## src/rtl/acc_integrate_dump_if.sv

```systemverilog
// Sample/result bundle for acc_integrate_dump.
// master: the sample source plus the result consumer (drives ce, x, in_valid, clear).
// slave: the accumulator itself.
interface acc_integrate_dump_if #(
  parameter int IN_W   = 13,
  parameter int ACC_W  = 21,
  parameter int WINDOW = 8
);
  localparam int CNT_W = $clog2(WINDOW + 1);

  logic                    ce;
  logic signed [IN_W-1:0]  x;
  logic                    in_valid;
  logic                    clear;
  logic signed [ACC_W-1:0] y;
  logic [CNT_W-1:0]        sample_cnt;
  logic signed [ACC_W-1:0] dump_data;
  logic                    dump_valid;
  logic                    dump_ovf;
  logic                    ovf;

  modport master (
    output ce, x, in_valid, clear,
    input  y, sample_cnt, dump_data, dump_valid, dump_ovf, ovf
  );

  modport slave (
    input  ce, x, in_valid, clear,
    output y, sample_cnt, dump_data, dump_valid, dump_ovf, ovf
  );
endinterface

```

## src/rtl/acc_integrate_dump.sv

```systemverilog
// Signed integrate-and-dump accumulator.
// Sums sign-extended samples over WINDOW accepted samples, then publishes the
// window total with a one-cycle dump_valid pulse and restarts from zero.
// Build option: define ACC_SATURATE_EN to clamp the sum on overflow instead of
// wrapping. The port list is identical in both builds.
module acc_integrate_dump #(
  parameter int IN_W   = 13,
  parameter int ACC_W  = 21,
  parameter int WINDOW = 8
) (
  input logic                clk,
  input logic                rst,
  acc_integrate_dump_if.slave bus
);
  localparam int CNT_W = $clog2(WINDOW + 1);
  localparam logic [CNT_W-1:0] LAST_CNT = CNT_W'(WINDOW - 1);
  localparam logic signed [ACC_W-1:0] ACC_MAX = {1'b0, {(ACC_W-1){1'b1}}};
  localparam logic signed [ACC_W-1:0] ACC_MIN = {1'b1, {(ACC_W-1){1'b0}}};

  // The sum is formed one bit wider than the accumulator; overflow means the
  // top two bits disagree, i.e. the value does not fit in ACC_W bits.
  function automatic logic add_ovf(input logic signed [ACC_W:0] s);
    add_ovf = s[ACC_W] ^ s[ACC_W-1];
  endfunction

  // Reduce the wide sum to ACC_W bits: clamp toward the overflow direction
  // in the saturating build, plain two's-complement wrap otherwise.
  function automatic logic signed [ACC_W-1:0] fix_result(input logic signed [ACC_W:0] s);
`ifdef ACC_SATURATE_EN
    if (add_ovf(s)) begin
      if (s[ACC_W]) begin
        fix_result = ACC_MIN;
      end else begin
        fix_result = ACC_MAX;
      end
    end else begin
      fix_result = s[ACC_W-1:0];
    end
`else
    fix_result = s[ACC_W-1:0];
`endif
  endfunction

  logic signed [ACC_W-1:0] y_r, y_nxt_s;
  logic [CNT_W-1:0]        cnt_r, cnt_nxt_s;
  logic signed [ACC_W-1:0] dump_data_r, dump_data_nxt_s;
  logic                    dump_valid_r, dump_valid_nxt_s;
  logic                    dump_ovf_r, dump_ovf_nxt_s;
  logic                    ovf_r, ovf_nxt_s;
  logic                    wflag_r, wflag_nxt_s;

  logic signed [ACC_W:0]   x_ext_s;
  logic signed [ACC_W:0]   sum_s;
  logic                    sum_ovf_s;
  logic signed [ACC_W-1:0] result_s;

  assign x_ext_s   = {{(ACC_W + 1 - IN_W){bus.x[IN_W-1]}}, bus.x};
  assign sum_s     = {y_r[ACC_W-1], y_r} + x_ext_s;
  assign sum_ovf_s = add_ovf(sum_s);
  assign result_s  = fix_result(sum_s);

  // Next-state: clear beats samples; the final sample of a window dumps and
  // restarts; dump_valid is a pulse that always falls unless re-fired.
  always_comb begin
    y_nxt_s          = y_r;
    cnt_nxt_s        = cnt_r;
    dump_data_nxt_s  = dump_data_r;
    dump_valid_nxt_s = 1'b0;
    dump_ovf_nxt_s   = dump_ovf_r;
    ovf_nxt_s        = ovf_r;
    wflag_nxt_s      = wflag_r;
    if (bus.ce) begin
      if (bus.clear) begin
        y_nxt_s     = '0;
        cnt_nxt_s   = '0;
        wflag_nxt_s = 1'b0;
        ovf_nxt_s   = 1'b0;
      end else if (bus.in_valid) begin
        ovf_nxt_s = ovf_r | sum_ovf_s;
        if (cnt_r == LAST_CNT) begin
          dump_data_nxt_s  = result_s;
          dump_valid_nxt_s = 1'b1;
          dump_ovf_nxt_s   = wflag_r | sum_ovf_s;
          y_nxt_s          = '0;
          cnt_nxt_s        = '0;
          wflag_nxt_s      = 1'b0;
        end else begin
          y_nxt_s     = result_s;
          cnt_nxt_s   = cnt_r + CNT_W'(1);
          wflag_nxt_s = wflag_r | sum_ovf_s;
        end
      end else begin
        // No qualified sample: hold everything (dump_valid already dropped).
        y_nxt_s = y_r;
      end
    end else begin
      // Clock enable low freezes the window; only the dump pulse falls.
      y_nxt_s = y_r;
    end
  end

  // State registers with synchronous reset that overrides ce.
  always_ff @(posedge clk) begin
    if (rst) begin
      y_r          <= '0;
      cnt_r        <= '0;
      dump_data_r  <= '0;
      dump_valid_r <= 1'b0;
      dump_ovf_r   <= 1'b0;
      ovf_r        <= 1'b0;
      wflag_r      <= 1'b0;
    end else begin
      y_r          <= y_nxt_s;
      cnt_r        <= cnt_nxt_s;
      dump_data_r  <= dump_data_nxt_s;
      dump_valid_r <= dump_valid_nxt_s;
      dump_ovf_r   <= dump_ovf_nxt_s;
      ovf_r        <= ovf_nxt_s;
      wflag_r      <= wflag_nxt_s;
    end
  end

  assign bus.y          = y_r;
  assign bus.sample_cnt = cnt_r;
  assign bus.dump_data  = dump_data_r;
  assign bus.dump_valid = dump_valid_r;
  assign bus.dump_ovf   = dump_ovf_r;
  assign bus.ovf        = ovf_r;
endmodule
```

## src/flat_wrapper.sv

```systemverilog
// flat-port wrapper written by rule: the top's interface ports become plain ports
module acc_integrate_dump_flat 
#(
  parameter int IN_W   = 13,
  parameter int ACC_W  = 21,
  parameter int WINDOW = 8
)
  (clk, rst, bus_ce, bus_x, bus_in_valid, bus_clear, bus_y, bus_sample_cnt, bus_dump_data, bus_dump_valid, bus_dump_ovf, bus_ovf);
  acc_integrate_dump_if #(.IN_W(IN_W), .ACC_W(ACC_W), .WINDOW(WINDOW)) bus_i ();
  input logic clk;
  input logic rst;
  input wire logic [$bits(bus_i.ce)-1:0] bus_ce;
  input wire logic [$bits(bus_i.x)-1:0] bus_x;
  input wire logic [$bits(bus_i.in_valid)-1:0] bus_in_valid;
  input wire logic [$bits(bus_i.clear)-1:0] bus_clear;
  output wire logic [$bits(bus_i.y)-1:0] bus_y;
  output wire logic [$bits(bus_i.sample_cnt)-1:0] bus_sample_cnt;
  output wire logic [$bits(bus_i.dump_data)-1:0] bus_dump_data;
  output wire logic [$bits(bus_i.dump_valid)-1:0] bus_dump_valid;
  output wire logic [$bits(bus_i.dump_ovf)-1:0] bus_dump_ovf;
  output wire logic [$bits(bus_i.ovf)-1:0] bus_ovf;
  assign bus_i.ce = bus_ce;
  assign bus_i.x = bus_x;
  assign bus_i.in_valid = bus_in_valid;
  assign bus_i.clear = bus_clear;
  assign bus_y = bus_i.y;
  assign bus_sample_cnt = bus_i.sample_cnt;
  assign bus_dump_data = bus_i.dump_data;
  assign bus_dump_valid = bus_i.dump_valid;
  assign bus_dump_ovf = bus_i.dump_ovf;
  assign bus_ovf = bus_i.ovf;
  acc_integrate_dump #(.IN_W(IN_W), .ACC_W(ACC_W), .WINDOW(WINDOW)) u_core (.clk(clk), .rst(rst), .bus(bus_i));
endmodule
```

## config.mk

```make
export PLATFORM = sky130hd
export DESIGN_NAME = acc_integrate_dump_flat
export DESIGN_NICKNAME = d
export VERILOG_FILES = /design/src/rtl/acc_integrate_dump_if.sv /design/src/rtl/acc_integrate_dump.sv /design/src/flat_wrapper.sv
export SDC_FILE = /design/constraint.sdc
export NUM_CORES = 1
export LEC_CHECK = 0
export CAP_MARGIN = 40
export CORE_MARGIN = 2
export CORE_UTILIZATION = 45
export DETAILED_ROUTE_END_ITERATION = 10
export PLACE_DENSITY_LB_ADDON = 0.25
export SLEW_MARGIN = 20
export SYNTH_ARGS = -nofsm -noshare
export SYNTH_HDL_FRONTEND = slang
export SYNTH_SLANG_ARGS = --single-unit
```

## constraint.sdc

```tcl
create_clock -name clk -period 2.2 [get_ports clk]
set_input_delay 0.22 -clock clk [delete_from_list [all_inputs] [get_ports clk]]
set_output_delay 0.22 -clock clk [all_outputs]
set_load 0.01 [all_outputs]
```

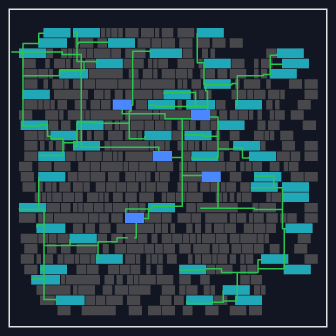
Run 1: routed clock nets over the placement
legend:
  green:
    item: clock wires
    length: 654 um
  blue:
    item: cells driving clock nets
    count: 5
  cyan:
    item: flip-flops
    count: 50
flops lie: all over the die
routed clock nets: 6

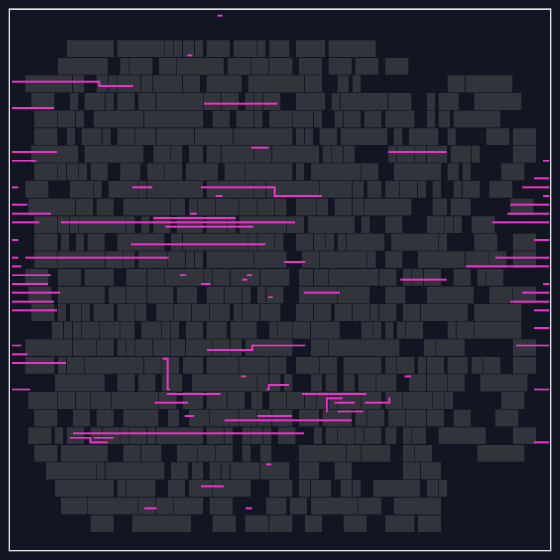
Run 1: signal wires on met3
wire length on this layer: 477 um
longest straight run: 35.9 um

==> run summary, run 1 <==
Flow results are below.

- The placement report lists the number of port buffers as 66.
- According to the floorplan report, the die height is 83.5 um.
- The last timing report of the flow puts the setup violation total at 16.
- The filler cell count in the final layout is 409, for reference.
- Counting every net in the synthesized netlist gives 385.
- The checks that failed: negative setup slack.
- At the floorplan stage, the core utilization is reported as 0.472.
- The worst hold path belongs to the class input port to flop.
- The worst-path cell with the longest stage delay is sky130_fd_sc_hd__dfxtp_4, for reference.
- The combinational share of power is 0.246, for reference.
- Post-synth the commonest register cell is sky130_fd_sc_hd__dfxtp_1.
- After legalization and detailed placement, the total HPWL measured 6.47 mm.
- The launching instance or port of the critical path is u_core.bus.y[0], for reference.
- The number of distinct library cells after synthesis is 55, for reference.
- The number of hold-slack violations in the final timing report is 0, for reference.
- Looking at the clock tree report, the H-tree level count equals 2.
- For this design, Yosys synthesis ends with a cell count of 344.
- Setup repair after global routing could not meet its margin everywhere.
- Summing over the stages, the warning tally comes to 28.
- No sink is reached through more buffers than the 2 on the longest clock path.
- For the worst setup path, the data arrival time is 2.56 ns.
- The area of the die is 6970 um^2, for reference.
- The run finished, with violations left.
- The first global-routing pass estimated 14.7 mm of wire.
- The area recorded from the Yosys report for this design is 2840 um^2.
- For reference, the critical path cell chain is ha_4 > inv_2 > fa_2 > nand2b_4 > a21oi_4 > a211oi_4 > o31a_1 > o31ai_4 > xnor2_2 > a211oi_2.
- The power density over the cells is 460 nW/um^2, for reference.
- The fraction of power consumed by the clock network is 0.317, for reference.
- The achievable clock frequency is 429 MHz, for reference.
- The overall routed net length is 9.83 mm, for reference.
- The endpoint of the lowest-slack register-to-register path is u_core.bus.dump_ovf, for reference.
- The number of cells on the worst hold path is listed as 4.
- Measured on the finished design, the core utilization comes to 0.769.
- The horizontal extent of the die is 83.5 um, for reference.
- The flip-flop and latch power is 932 uW, for reference.
- The kind of end point of the critical path is a flop, for reference.
- The biggest power consumer among the groups is registers, for reference.
- The number of register bits inferred by synthesis is 50, for reference.
- The library cell with the largest summed area after synthesis is sky130_fd_sc_hd__dfxtp_1, for reference.
- The total length of routed met3 wires is 476 um, for reference.
- The critical path in the final layout is reported with a setup slack of -0.128 ns.
- The net total in the final layout is 532, for reference.
- The highest net fanout along the worst path is 4, for reference.
- The number of antenna cells inserted is 0, for reference.
- Yosys attributes the largest share of cell area to sky130_fd_sc_hd__dfxtp_1, sky130_fd_sc_hd__ha_1, sky130_fd_sc_hd__nand2_1, sky130_fd_sc_hd__a21oi_1, sky130_fd_sc_hd__nor2_1.
- Summed over all nets, wire length on met2 after detailed routing comes to 4.99 mm.
- Excluding fillers, the count of instances in the completed layout stands at 567.
- The number of vias per cell is 5.68, for reference.
- Hold analysis lists the worst path endpoint as u_core.bus.dump_data[1].
- The worst-case max-slew headroom was logged as 0.483.
- The share of total power dissipated in sequential elements is 0.437.
- The worst setup path is of the flop to flop kind.
- The TritonCTS clock tree is done, for reference.
- The global route total overflow is 0, for reference.
- The area fraction of the largest cell type after synthesis is 0.352.
- STA classifies the critical path startpoint as a flop.
- Before any placement, the netlist area is recorded as 2840 um^2.
- The worst ir drop on vdd is 0.293 mV, for reference.
- For this run, the slowest stage of the critical path takes 0.37 ns.
- After layout, the minimum clock period comes to 2.33 ns.
- In this run, CTS created clock tree buffers numbering 5.
- STA shows the worst reg2reg path with a cell count of 10.
- In this run, placement finished with an instance count of 547.
- The area of the core is 6030 um^2, for reference.
- After technology mapping, the gate count stands at 344.
- The number of top-level pins is 67, for reference.
- The script logs the mean routed wire length per placed instance as 17.3 um.
- The layer with the highest usage after global routing is met2, for reference.
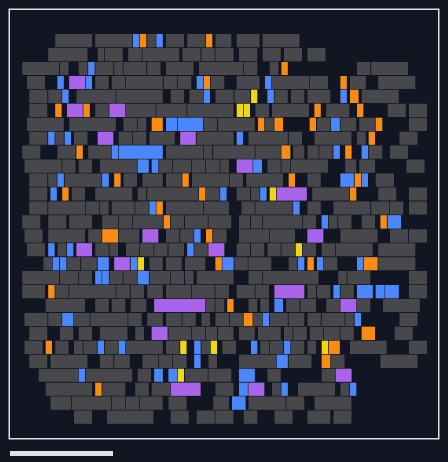
Run 1: selected gate families
Bar = 20 um.
legend:
  orange:
    family: NOR gates
    cells: 42
  blue:
    family: NAND gates
    cells: 73
    where: all over the die
  yellow:
    family: inverters
    cells: 10
  purple:
    family: XOR/XNOR gates
    cells: 19

[run 1: final cells by class]
cell class	count	area (um^2)	area share
multi-input combinational	268	2010	0.435
timing repair buffer	156	1360	0.294
sequential	50	1010	0.218
tap	75	93.8	0.0203
clock buffer	6	72.6	0.0157
clock inverter	2	38.8	0.00837
inverter	10	37.5	0.00810
[run 1: repair_timing]
action                                  4_1_cts  5_1_grt
gates resized                                10       52
gates cloned                                  0        0
hold buffers                                  0        0
endpoints found under the setup margin       21       23
pin swaps                                     5       23
setup buffers                                 3        9
[run 1: metrics by stage]
stage	hold slack, ns	area (um^2)	setup TNS [ns]	worst slack, ns	power [uW]
after floorplan	0.405	2880	0	0.00331	1170
after global placement	0.446	4160	-8.77	-0.441	1380
after detailed placement	0.449	4160	-9.92	-0.507	1390
after CTS	0.464	4330	-0.629	-0.0946	2060
after global routing	0.473	4630	-2.56	-0.221	2200
final	0.459	4630	-1.25	-0.128	2130
[run 1: synth_stat cells (all sizes together), types with 5 or more instances]
cell	number
a21oi	38
a211oi	6
nor2	32
nand2	52
clkbuf	14
nand3	7
nand4	5
o21ai	17
a22oi	13
nor3	5
xor2	6
xnor2	13
dfxtp	50
inv	10
ha	22
[run 1: critical path, delay by kind of cell (launching register included)]
kind                     cells  cell delay [ns]
adder cells (fa/ha/maj)      2             0.46
flip-flops                   1             0.37
AND-OR/OR-AND                5             1.10
AND/OR/NAND/NOR              1             0.16
buffers and inverters        1             0.04
XOR/XNOR                     1             0.13
[run 1: cell usage in the layout, fill, tap and decap left out, types with 6 or more instances in the layout]
| cell | netlist | routed |
|---|---|---|
| sky130_fd_sc_hd__buf_4 | 0 | 86 |
| sky130_fd_sc_hd__clkdlybuf4s50_1 | 0 | 58 |
| sky130_fd_sc_hd__nand2_1 | 52 | 51 |
| sky130_fd_sc_hd__dfxtp_1 | 50 | 43 |
| sky130_fd_sc_hd__nor2_1 | 32 | 32 |
| sky130_fd_sc_hd__a21oi_1 | 36 | 26 |
| sky130_fd_sc_hd__ha_1 | 22 | 14 |
| sky130_fd_sc_hd__a22oi_1 | 13 | 12 |
| sky130_fd_sc_hd__a21oi_2 | 2 | 10 |
| sky130_fd_sc_hd__xnor2_1 | 13 | 10 |
| sky130_fd_sc_hd__inv_1 | 9 | 8 |
| sky130_fd_sc_hd__o21ai_1 | 3 | 7 |
| sky130_fd_sc_hd__o21ai_0 | 13 | 7 |
| sky130_fd_sc_hd__nand3_1 | 7 | 7 |
| sky130_fd_sc_hd__ha_4 | 0 | 7 |
| sky130_fd_sc_hd__dlymetal6s2s_1 | 0 | 6 |
| sky130_fd_sc_hd__dfxtp_2 | 0 | 6 |
[run 1: registers in the layout, indices dropped and copies added (netlist names)]
register	count
u_core.bus.dump_data	21
u_core.bus.dump_ovf	1
u_core.bus.dump_valid	1
u_core.bus.ovf	1
u_core.bus.sample_cnt	4
u_core.bus.y	21
u_core.wflag_r	1
[run 1: cell families after synthesis]
kind of cell / count (synthesis) / synth area share
buffers and inverters: 26 / 0.0352
xor gates and xnor gates: 19 / 0.0585
adders and majority gates: 23 / 0.104
DFF: 50 / 0.352
AOI/OAI and AO/OA: 105 / 0.254
and+or+nand+nor: 121 / 0.196
Run 1, drive-strength map:
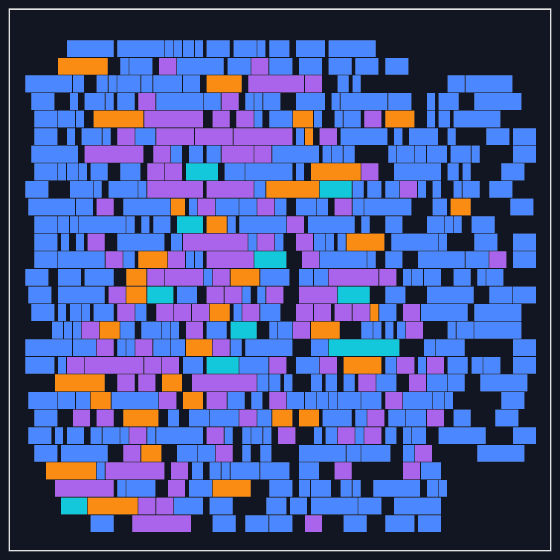

## Run 2: what changed since run 1
--- a/config.mk
+++ b/config.mk
@@ -5,11 +5,13 @@
 export SDC_FILE = /design/constraint.sdc
 export NUM_CORES = 1
 export LEC_CHECK = 0
+export ABC_AREA = 1
 export CAP_MARGIN = 40
 export CORE_MARGIN = 2
-export CORE_UTILIZATION = 45
+export CORE_UTILIZATION = 52
 export DETAILED_ROUTE_END_ITERATION = 10
 export PLACE_DENSITY_LB_ADDON = 0.25
+export REMOVE_ABC_BUFFERS = 1
 export SLEW_MARGIN = 20
 export SYNTH_ARGS = -nofsm -noshare
 export SYNTH_HDL_FRONTEND = slang
==> constraint.sdc (replaced) <==
create_clock -name clk -period 2.4 [get_ports clk]
set_input_delay 0.24 -clock clk [delete_from_list [all_inputs] [get_ports clk]]
set_output_delay 0.24 -clock clk [all_outputs]
set_load 0.01 [all_outputs]
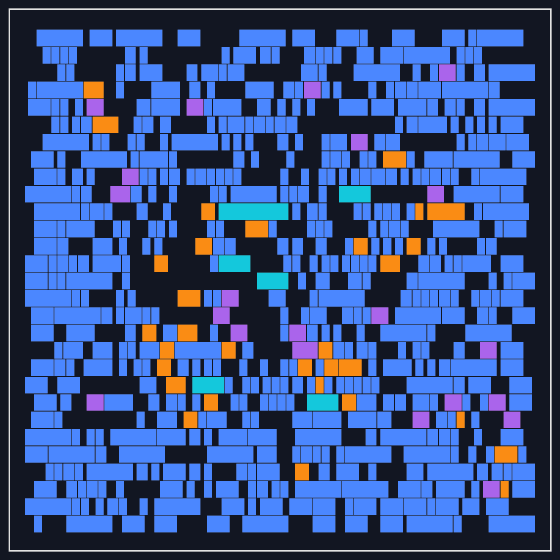
Run 2: drive-strength map
legend:
  orange:
    size: drive 2
    cells: 31
    share: 5.1%
  blue:
    size: drive 1 or less
    cells: 548
    share: 90%
  cyan:
    size: drive 6 and up
    cells: 6
    share: 0.99%
  purple:
    size: drive 3 to 4
    cells: 21
    share: 3.5%

==> run summary, run 2 <==
Flow results are below.

- The vertical extent of the die is 84.6 um, for reference.
- The final power report lists total power as 1820 uW.
- The overall routed net length is 9.19 mm, for reference.
- The kind of end point of the critical path is a flop, for reference.
- STA classifies the critical path startpoint as an input port.
- Per the synth log, the flip-flop and latch total comes to 50.
- The floorplan core density is 0.535, for reference.
- For the worst-skew pair, the clock arrives at the later sink with an insertion delay of 0.31 ns.
- Looking at the post-CTS report, the setup buffer insertion count equals 0.
- Of the post-synthesis cell area, the dominant cell type holds 0.296.
- The chip occupies 7160 um^2.
- The warning tally printed by Yosys for this design is 0.
- The share of synthesized cell area in and-or and or-and compound cells is 0.133, for reference.
- For this design, Yosys synthesis ends with a cell count of 526.
- The sequential-to-total area share from yosys stat is 0.296, for reference.
- In the placement report, post-DP HPWL is listed as 7.12 mm.
- According to the finish report, the design has a final net count of 646.
- Setup slack on the critical path of the routed design comes to 0.317 ns.
- For this design the top-level I/O count stands at 67.
- The leading cell type in the layout, fill and taps excluded is sky130_fd_sc_hd__nand2_1, for reference.
- The fraction of layout cells with a size suffix above 1 is 0.0957, for reference.
- The area share of and/or/nand/nor cells after synthesis is 0.342, for reference.
- The number of routed nets with antenna violations is 0, for reference.
- The area growth from synthesis to layout is 27.6%, for reference.
- The report lists the cells along the critical path as clkdlybuf4s50_1 > ha_1 > inv_1 > fa_1 > inv_1 > nand3_1 > nand2_2 > a21oi_2 > or2_4 > nand2_1 > nand2_1 > nand2_1 > nand2_1 > nand2_1 > inv_1.
- The largest single stage delay on the critical path is 0.47 ns.
- The post-layout utilization of the core is 0.683, for reference.
- The horizontal extent of the die is 84.6 um, for reference.
- The area reported by Yosys stat is 3380 um^2, for reference.
- The total area inside the core boundary comes to 6310 um^2.
- The worst hold margin is 0.474 ns, for reference.
- The area share of xor/xnor cells in the synthesized design is 0.0281, for reference.
- The total tool warning count is 25, for reference.
- The power density over the cells is 422 nW/um^2, for reference.
- In the setup report, the worst path falls into the class input port to flop.
- The filler cell count in the final layout is 561, for reference.
- The flow reports an fmax of 480 MHz.
- The first global-routing pass estimated 15.4 mm of wire.
- The cell-mix breakdown from Yosys lists the adder-cell area share as 0.0873.
- The post-cts repair resize count is 0, for reference.
- The most frequent cell after synthesis is sky130_fd_sc_hd__nand2_1, for reference.
- OpenSTA, run right after detailed placement, puts the worst setup slack at -0.00672 ns.
- The area taken by sequential standard cells is reported as 1000 um^2.
- The arrival time of data at the worst endpoint is listed as 2.29 ns.
- The global route total overflow is 0, for reference.
- Yosys reports the multiplexer fraction of the synthesized area as 0.
- In this run the cell area of the synthesized design comes to 3380 um^2.
- The time the final worst path needs with I/O delays and setup is 2.08 ns, for reference.
- The worst ir drop on vdd is 0.291 mV, for reference.
- Setup repair after global routing left no endpoint under its margin.
- TritonCTS built the clock tree.
- The final antenna diode tally reported by the flow is 0.
- The highest net fanout along the worst path is 4, for reference.
- The most used flip-flop cell is sky130_fd_sc_hd__dfxtp_1, for reference.
- Per the finish-stage timing summary, setup violations number 0.
- The number of buffers inserted by hold repair at cts is 0, for reference.
- The global placer's final weighted congestion is 0.884, for reference.
- The most common logic cells in the final layout are sky130_fd_sc_hd__nand2_1, sky130_fd_sc_hd__inv_1, sky130_fd_sc_hd__clkdlybuf4s50_1.
- The path class of the tightest hold or removal check is flop to flop.
- The script logs the ratio of routed vias to standard cells as 5.12.
- The number of distinct library cells after synthesis is 36, for reference.
- The number of hold-slack violations in the final timing report is 0, for reference.
- In the log, the iteration count for the first detailed-route pass is 4.
- Looking at the clock tree report, the H-tree level count equals 2.
- Buffers placed on the I/O ports in this run total 66.
- Synthesis handed over a netlist of 526 instances.
- The biggest area contributor in the post-synthesis netlist is sky130_fd_sc_hd__dfxtp_1.
- The critical path endpoint has a required time of 2.61 ns.
- The dominant kind of combinational cell is simple AND/OR/NAND/NOR gates, for reference.
- Buffers inserted during clock tree synthesis total 5.
- The relative max-transition margin is 0.448, for reference.
- The count of unresolved DRC violations after routing is 0, for reference.
- Entering global routing, the biggest net connects 35 pins.
- Per the detail_route report, routed wire per instance is 13.5 um.
- Among all stages on the critical path, the largest delay is contributed by sky130_fd_sc_hd__clkdlybuf4s50_1.
- For reference, the top cells by area after synthesis are sky130_fd_sc_hd__dfxtp_1, sky130_fd_sc_hd__nand2_1, sky130_fd_sc_hd__inv_1, sky130_fd_sc_hd__ha_1, sky130_fd_sc_hd__a21oi_1.
- Summed over all cells, the static leakage comes to 0.00214 uW.
- The layout report lists the multi-input gate area as 2000 um^2.
- The number of max-cap violations is 0, for reference.
- In the synthesized netlist, the cells that appear most often are sky130_fd_sc_hd__nand2_1, sky130_fd_sc_hd__inv_1, sky130_fd_sc_hd__nor2_1.
- The initial antenna violation count was 0.
- The flow ran to the end, and the final reports show no timing, DRC or antenna violations.
- The maximum buffer depth of the clock tree is 2, for reference.
[run 2: netlist changes by cell type after synthesis, moves of 10 or more]
| cell | change |
|---|---|
| sky130_fd_sc_hd__inv_1 | +69 |
| sky130_fd_sc_hd__a21oi_1 | +10 |
| sky130_fd_sc_hd__nand3_1 | +19 |
| sky130_fd_sc_hd__a22oi_1 | -13 |
| sky130_fd_sc_hd__nand2_1 | +98 |
| sky130_fd_sc_hd__nor2_1 | +24 |
| sky130_fd_sc_hd__nand2_2 | +11 |
[run 2: worst paths after layout]
kind / slack [ns] / from / cells after the start / to
setup / recovery: 0.32 / bus_x[0] / 15 / u_core.bus.dump_data[14]
hold reg to reg: 0.47 / u_core.bus.dump_data[2] / 2 / u_core.bus.dump_data[2]
hold / removal: 0.47 / u_core.bus.dump_data[2] / 2 / u_core.bus.dump_data[2]
setup reg to reg: 0.34 / u_core.bus.y[0] / 14 / u_core.bus.dump_data[14]
[run 2: layer usage]
layer	wire, um	share of wire	track usage
met4	136	0.015	0.0794
met3	422	0.046	0.0393
met5	0	0	0
met1	4190	0.46	0.340
met2	4450	0.48	0.455
[run 2: logic make-up (layout without fill, tap and decap cells)]
family / count (synthesis) / count (layout)
compound gates: 81 / 81
xor+xnor: 10 / 10
fa+ha+maj: 23 / 23
buf+inv: 95 / 175
flops: 50 / 50
simple gates: 267 / 267
[run 2: worst max-delay path: cells and delay by family]
kind	cells	cell delay [ns]
fa+ha+maj	2	0.58
compound gates	1	0.10
buf+inv	4	0.65
simple gates	8	0.72
[run 2: cell type report]
type                       instances  area share
timing repair buffer              85       0.186
clock buffer                       7      0.0177
clock inverter                     1     0.00696
multi-input combinational        381       0.463
sequential                        50       0.232
inverter                          82      0.0714
tap                               77      0.0223
[run 2: per-stage QoR]
stage          cells  instance area, um^2  setup TNS (ns)
3_3_place_gp     675                 4210               0
4_1_cts          683                 4310               0
2_1_floorplan    513                 3310               0
3_5_place_dp     675                 4210        -0.00672
5_1_grt          683                 4310               0
6_report         683                 4310               0
[run 2: where the power goes]
group	internal [uW]	switching, uW	leakage (uW)	total (uW)
registers	842	11.4	0.000404	853
clock network	313	290	0.0000524	603
logic	151	211	0.00168	362
Run 2, routing congestion map:
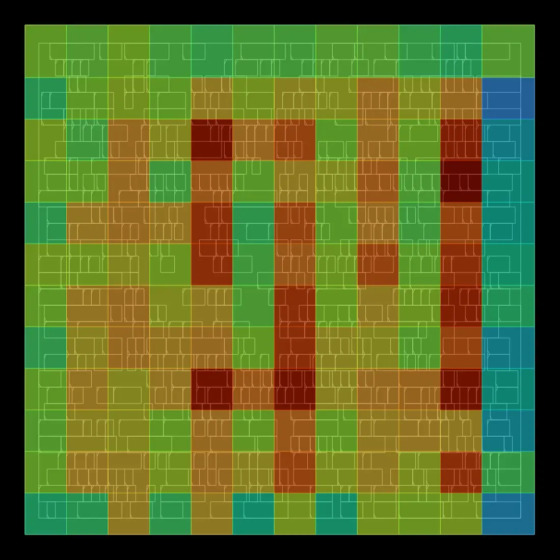

## Run 3: what changed since run 2
--- a/config.mk
+++ b/config.mk
@@ -10,6 +10,7 @@
 export CORE_MARGIN = 2
 export CORE_UTILIZATION = 52
 export DETAILED_ROUTE_END_ITERATION = 10
+export GPL_TIMING_DRIVEN = 0
 export PLACE_DENSITY_LB_ADDON = 0.25
 export REMOVE_ABC_BUFFERS = 1
 export SLEW_MARGIN = 20
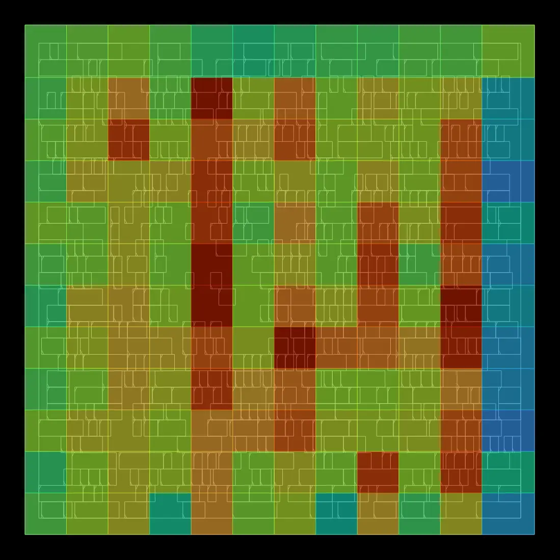
Run 3: routing congestion map
GRT Overall Usage: 0.251
met3 track demand over resource in global routing: 0.0324
most used routing layer: met2
routing usage on met2: 0.435

==> run summary, run 3 <==
Flow results are below.

- The top routing layer in use is met4, for reference.
- The highest net fanout along the worst path is 5, for reference.
- Dividing the detail-routed wire length by the instance count gives 13.2 um.
- The largest net degree at the start of global routing is 42, for reference.
- The required time reported for the critical path endpoint is 2.61 ns, for reference.
- The critical path is of the input port to flop type.
- The instance count of the mapped netlist is 526, for reference.
- The overall routed net length is 8.81 mm, for reference.
- The run finished with clean final reports.
- The number of hold buffers added after CTS was 0.
- The TritonCTS clock tree is done, for reference.
- The area share of the largest cell type after synthesis is 0.296, for reference.
- The number of top-level pins is 67, for reference.
- Setup repair after global routing left no endpoint under its margin.
- The leading cell type in the layout, fill and taps excluded is sky130_fd_sc_hd__nand2_1, for reference.
- The highest supply drop recorded on VDD is 0.220 mV.
- The combinational share of power is 0.204, for reference.
- The data arrival at the endpoint of the critical path is 2.42 ns, for reference.
- The power density over the cells is 401 nW/um^2, for reference.
- Together, buffers and inverters on the worst path number 4.
- The delay of the slowest cell on the worst path is 0.46 ns, for reference.
- The number of antenna cells inserted is 0, for reference.
- The area recorded from the Yosys report for this design is 3380 um^2.
- The cell-internal power is 1190 uW, for reference.
- The floorplan core density is 0.535, for reference.
- The netlist uses 36 different library cells.
- The critical path goes through clkdlybuf4s50_1 > ha_2 > inv_1 > fa_1 > inv_1 > nand3_1 > nand2_2 > nand2_1 > nand3_2 > nand3_1 > nand2_1 > nand2_1 > nand2_1 > a21o_1 > inv_1.
- The met1 wire length is 4.03 mm, for reference.
- Counting instances in the post-synthesis netlist gives the leading cell types as sky130_fd_sc_hd__nand2_1, sky130_fd_sc_hd__inv_1, sky130_fd_sc_hd__nor2_1.
- The routed length on met2 is 4.24 mm, for reference.
- The global placer's final weighted congestion is 0.881, for reference.
- The achievable clock frequency is 452 MHz, for reference.
- Per Yosys stat, the portion of area used by sequential elements is 0.296.
- The iteration count recorded for the first detailed-route pass is 5.
- Across all stage logs, warnings added up to 25.
- The placement report lists the number of port buffers as 66.
- The net total in the final layout is 632, for reference.
- The count of unresolved DRC violations after routing is 0, for reference.
- The power report attributes to the clock group a share of 0.294.
- The number of setup violations in the final report is 0, for reference.
- The switching portion of total power comes to 0.302.
- The number of routed nets with antenna violations is 0, for reference.
- The cell family with the largest share of critical-path delay is simple AND/OR/NAND/NOR gates, for reference.
- Looking at the clock tree report, the H-tree level count equals 2.
- The number of register bits inferred by synthesis is 50, for reference.
- In the routed layout, each cell is associated on average with a via count of 5.16.
- The horizontal extent of the die is 84.6 um, for reference.
- The area of the core is 6310 um^2, for reference.
- The total length of routed met3 wires is 433 um, for reference.
- The later pin in the worst-skew pair is clocked with a latency of 0.31 ns.
- Among all stages on the critical path, the largest delay is contributed by sky130_fd_sc_hd__clkdlybuf4s50_1.
- The time the final worst path needs with I/O delays and setup is 2.21 ns, for reference.
- In the Yosys report the total cell count is 526.
- Per the cell usage report, the commonest logic cells after layout are sky130_fd_sc_hd__nand2_1, sky130_fd_sc_hd__inv_1, sky130_fd_sc_hd__clkdlybuf4s50_1.
- The number of max-cap violations is 0, for reference.
- The share of total power dissipated in sequential elements is 0.502.
- Sorting the Yosys area breakdown by cell type puts at the top sky130_fd_sc_hd__dfxtp_1.
- The layout summary lists the proportion of cells stronger than drive strength 1 as 0.0895.
- The most frequent cell after synthesis is sky130_fd_sc_hd__nand2_1, for reference.
- The initial antenna violation count is 0, for reference.
- The class of the tightest hold or removal check is input port to flop, for reference.
- For this run, the number of Yosys warnings is 0.
==> run 3: worst paths after layout <==
check | start | endpoint | slack [ns] | cells after the start
setup / recovery | bus_x[0] | u_core.bus.dump_data[16] | 0.19 | 15
hold / removal | rst | u_core.bus.dump_data[2] | 0.35 | 3
setup reg to reg | u_core.bus.y[0] | u_core.bus.dump_data[16] | 0.20 | 14
hold reg to reg | u_core.bus.ovf | u_core.bus.ovf | 0.47 | 2
==> run 3: cell type report <==
cell class | count | area, um^2 | area share
Multi-Input combinational cell | 381 | 2020 | 0.477
Sequential cell | 50 | 1000 | 0.236
Clock inverter | 3 | 21.3 | 0.00502
Inverter | 82 | 312 | 0.0735
Clock buffer | 5 | 68.8 | 0.0162
Tap cell | 77 | 96.3 | 0.0227
Timing Repair Buffer | 71 | 719 | 0.170
==> run 3: power by group through the flow <==
| stage | combinational [uW] | clock (uW) | sequential (uW) |
|---|---|---|---|
| CTS | 343 | 523 | 853 |
| floorplan | 208 | 0 | 877 |
| finish | 347 | 500 | 853 |
| global placement | 331 | 0 | 872 |
| detailed placement | 341 | 0 | 872 |
| global route | 389 | 547 | 855 |
==> run 3: per-stage QoR <==
step	hold WS, ns	area (um^2)	power, uW	std cells
final	0.346	4240	1700	669
after global routing	0.357	4240	1790	669
after CTS	0.338	4200	1720	667
after detailed placement	0.456	4110	1210	659
after global placement	0.451	4060	1200	656
after floorplan	0.302	3310	1080	513
==> run 3: per-layer routing <==
metal,global-route usage,vias to the layer above
li1,-,1784
met5,0,-
met4,0.0722,0
met1,0.326,1577
met2,0.435,82
met3,0.0324,11
==> run 3: what timing repair did <==
action                                  4_1_cts  5_1_grt
endpoints found under the setup margin        0       13
hold endpoints to repair                      0        0
gates resized                                 0        6
buffers inserted                              0        2
==> run 3: logic make-up after synthesis <==
group,synth area share
AND-OR/OR-AND,0.133
buffers and inverters,0.113
AND/OR/NAND/NOR,0.342
XOR/XNOR,0.0281
adder cells (fa/ha/maj),0.0873
flip-flops,0.296
==> run 3: worst min-delay path, delay by kind of cell <==
kind                   cells  cell delay, ns
AOI/OAI and AO/OA          1            0.06
buffers and inverters      2            0.31
Power and IR drop assume default switching activity.
